pins.png
Pins as bars across the die edge, other pins in grey.
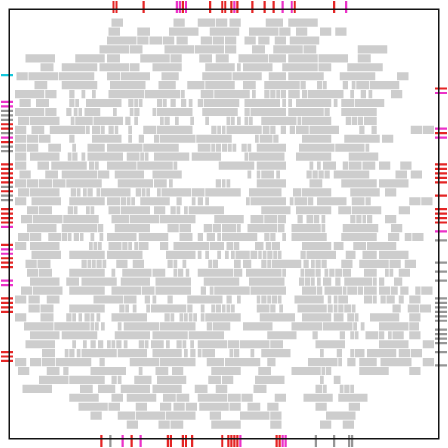
final_congestion.png
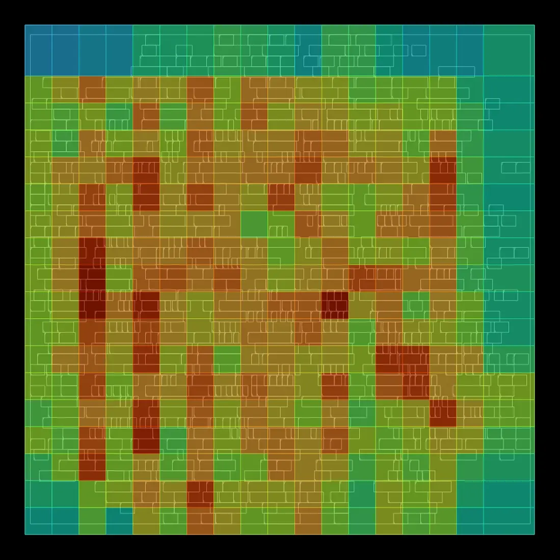
clock_map.png
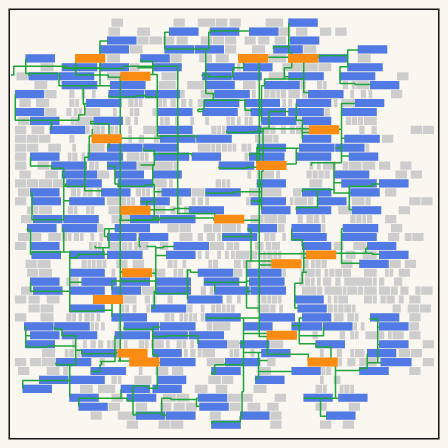
cell_classes.png
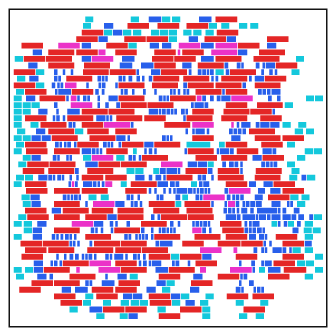
metal_stack.png
Only two layers are drawn.
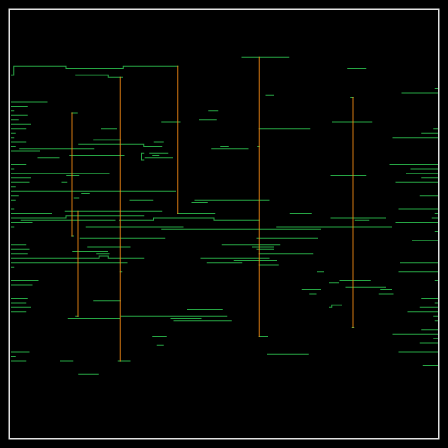
==> config.mk <==
export PLATFORM = sky130hd
export DESIGN_NAME = tcm_dec_symb_m_asm_nd
export DESIGN_NICKNAME = d
export VERILOG_FILES = /design/src/rtl/tcm_dec_symb_m_asm_nd_pkg.sv /design/src/rtl/tcm_dec_symb_m_asm_nd_ctrl.sv /design/src/rtl/tcm_dec_symb_m_asm_nd.sv
export SDC_FILE = /design/constraint.sdc
export NUM_CORES = 1
export LEC_CHECK = 0
export CAP_MARGIN = 20
export CORE_UTILIZATION = 50
export CTS_BUF_LIST = sky130_fd_sc_hd__clkbuf_8 sky130_fd_sc_hd__clkbuf_16
export CTS_CLUSTER_DIAMETER = 150
export DETAILED_ROUTE_END_ITERATION = 16
export PLACE_DENSITY = 0.74
export SYNTH_ARGS = -nofsm -noshare
export SYNTH_HDL_FRONTEND = slang
export SYNTH_SLANG_ARGS = --single-unit
==> constraint.sdc <==
create_clock -name iclk -period 7 [get_ports iclk]
set_clock_uncertainty 0.05 [all_clocks]
set_input_delay 0.7 -clock iclk [delete_from_list [all_inputs] [get_ports iclk]]
set_output_delay 0.7 -clock iclk [all_outputs]
set_load 0.1 [all_outputs]
==> impl_metrics.toml <==
# implementation run metrics
[synth]
synth_area_per_cell_um2 = 12.2
synth_cells = 673
ys_async_sr_fraction_pct = 55.1
synth.cells.most_frequent = "nand2_1, dfrtp_1, edfxtp_1, mux2_2, o21ai_0"
yosys.area_share.simple_pct = 10.3
yosysWarnings = 0
synth_seq_share_pct = 64.9
ys_cells = 673
synth_area_um2 = 8230
ys_sh_adder_pct = 0.304
top_area_cell = "dfrtp_1"
synth.net_count = 697

[global_route]
grt_use_met2_pct = 36.7
top_usage_layer = "met2"
antenna_found_initial = 0
grt_pass1_wl_um = 29600
grt_overflow = 0

[worst_setup_path]
cp-start-kind = "input pin"
ff2ff_path_depth = 8
critPathTopFamily = "buffers and inverters"
path_depth = 7
crit_slowest_cell = "buf_4"
critPathKind = "input pin to flip-flop"
path_cells = "clkdlybuf4s50_1, inv_1, or3_1, nand3_1, a21o_4, buf_4, mux2_2"
rrSetupSlack_ns = 3.99

[timing]
worstMarginPinSlew_ns = 1.05
tns_ns = 0
rsz0062_at_grt = "false"
setup_viol = 0
period_needed_ns = 3.34

[pwr]
p_seq_w = 0.00158
internal_power_w = 0.00250
irDropWorstVdd_uv = 345

[cts]
cts_tree = "done"
cts_htree_levels = 4
post_cts_buffers = 0
postCtsHoldBufs = 0
post_cts_resized = 0

[cells_and_area]
diodes = 0
layout_top_cells = "nand2_1, clkdlybuf4s50_1, dfrtp_1"
stdcell_count = 1011
fillers = 1254
fin_nets = 806

[placement]
placed_cell_area_um2 = 9610

[worst_hold_path]
hp-class = "flip-flop to flip-flop"

[drt]
met3_length_um = 1450
drt_iter0_drc = 523

[die]
rows = 46

[status]
status = "complete, no violations"
About pins.png:
[iclk] cyan | pins: 1 | direction: input | edge: left
[osymb_m_sign] magenta | pins: 24 | direction: output | edge: 8 left, 7 top, 5 bottom, 4 right
[osymb_m] red | pins: 64 | direction: output | edge: 24 left, 14 bottom, 14 top, 12 right
all pins by edge: 42 left, 32 right, 24 bottom, 21 top
overall die width: 130 um
Die H: 130 um
number of port buffers: 118

About final_congestion.png:
drt wl/cell: 18.6 um
GRT met1 Usage: 33.0%
met3 Resource Use GR: 5.86%
final core utilization: 63.8%

About clock_map.png:
[cells driving clock nets] orange | count: 17
[clock wires] green | length: 2060 um
[flip-flops] blue | count: 196
flops lie: spread over the die
Clock Power: 0.000954 W
clock network fraction of total power: 20.0%
clk_lat worst skew: 0.43 ns

About cell_classes.png:
[flip-flops] red | cells: 196 | share of their area: 54%
[all other logic] blue | cells: 437 | share of their area: 27%
[clock drivers and dummy loads] magenta | cells: 32 | share of their area: 5.8%
[other buffers and delay cells] cyan | cells: 130 | share of their area: 13%
Final Cell Area: 10200 um^2
core area: 16000 um^2

About metal_stack.png:
[met3] green | wire length: 1450 um
[met4] orange | wire length: 356 um
overall routed net length: 18800 um
Total GRT Usage: 23.7%
via count: 5577

-- per-stage QoR --
step	setup slack (ns)	hold slack, ns	total power (W)
2_1_floorplan	3.41	0.407	0.00329
3_3_place_gp	3.33	0.428	0.00380
3_5_place_dp	3.23	0.436	0.00383
4_1_cts	3.67	0.452	0.00478
5_1_grt	3.51	0.464	0.00492
6_report	3.66	0.448	0.00476
-- final cells by class --
| type | instances | area (um^2) | share of cell area [%] |
|---|---|---|---|
| Sequential cell | 196 | 5350 | 52.4 |
| Multi-Input combinational cell | 415 | 2640 | 25.9 |
| Timing Repair Buffer | 130 | 1290 | 12.6 |
| Clock buffer | 18 | 439 | 4.30 |
| Tap cell | 216 | 270 | 2.65 |
| Clock inverter | 14 | 140 | 1.37 |
| Inverter | 22 | 86.3 | 0.845 |
Power is estimated from default activity; no workload was simulated.
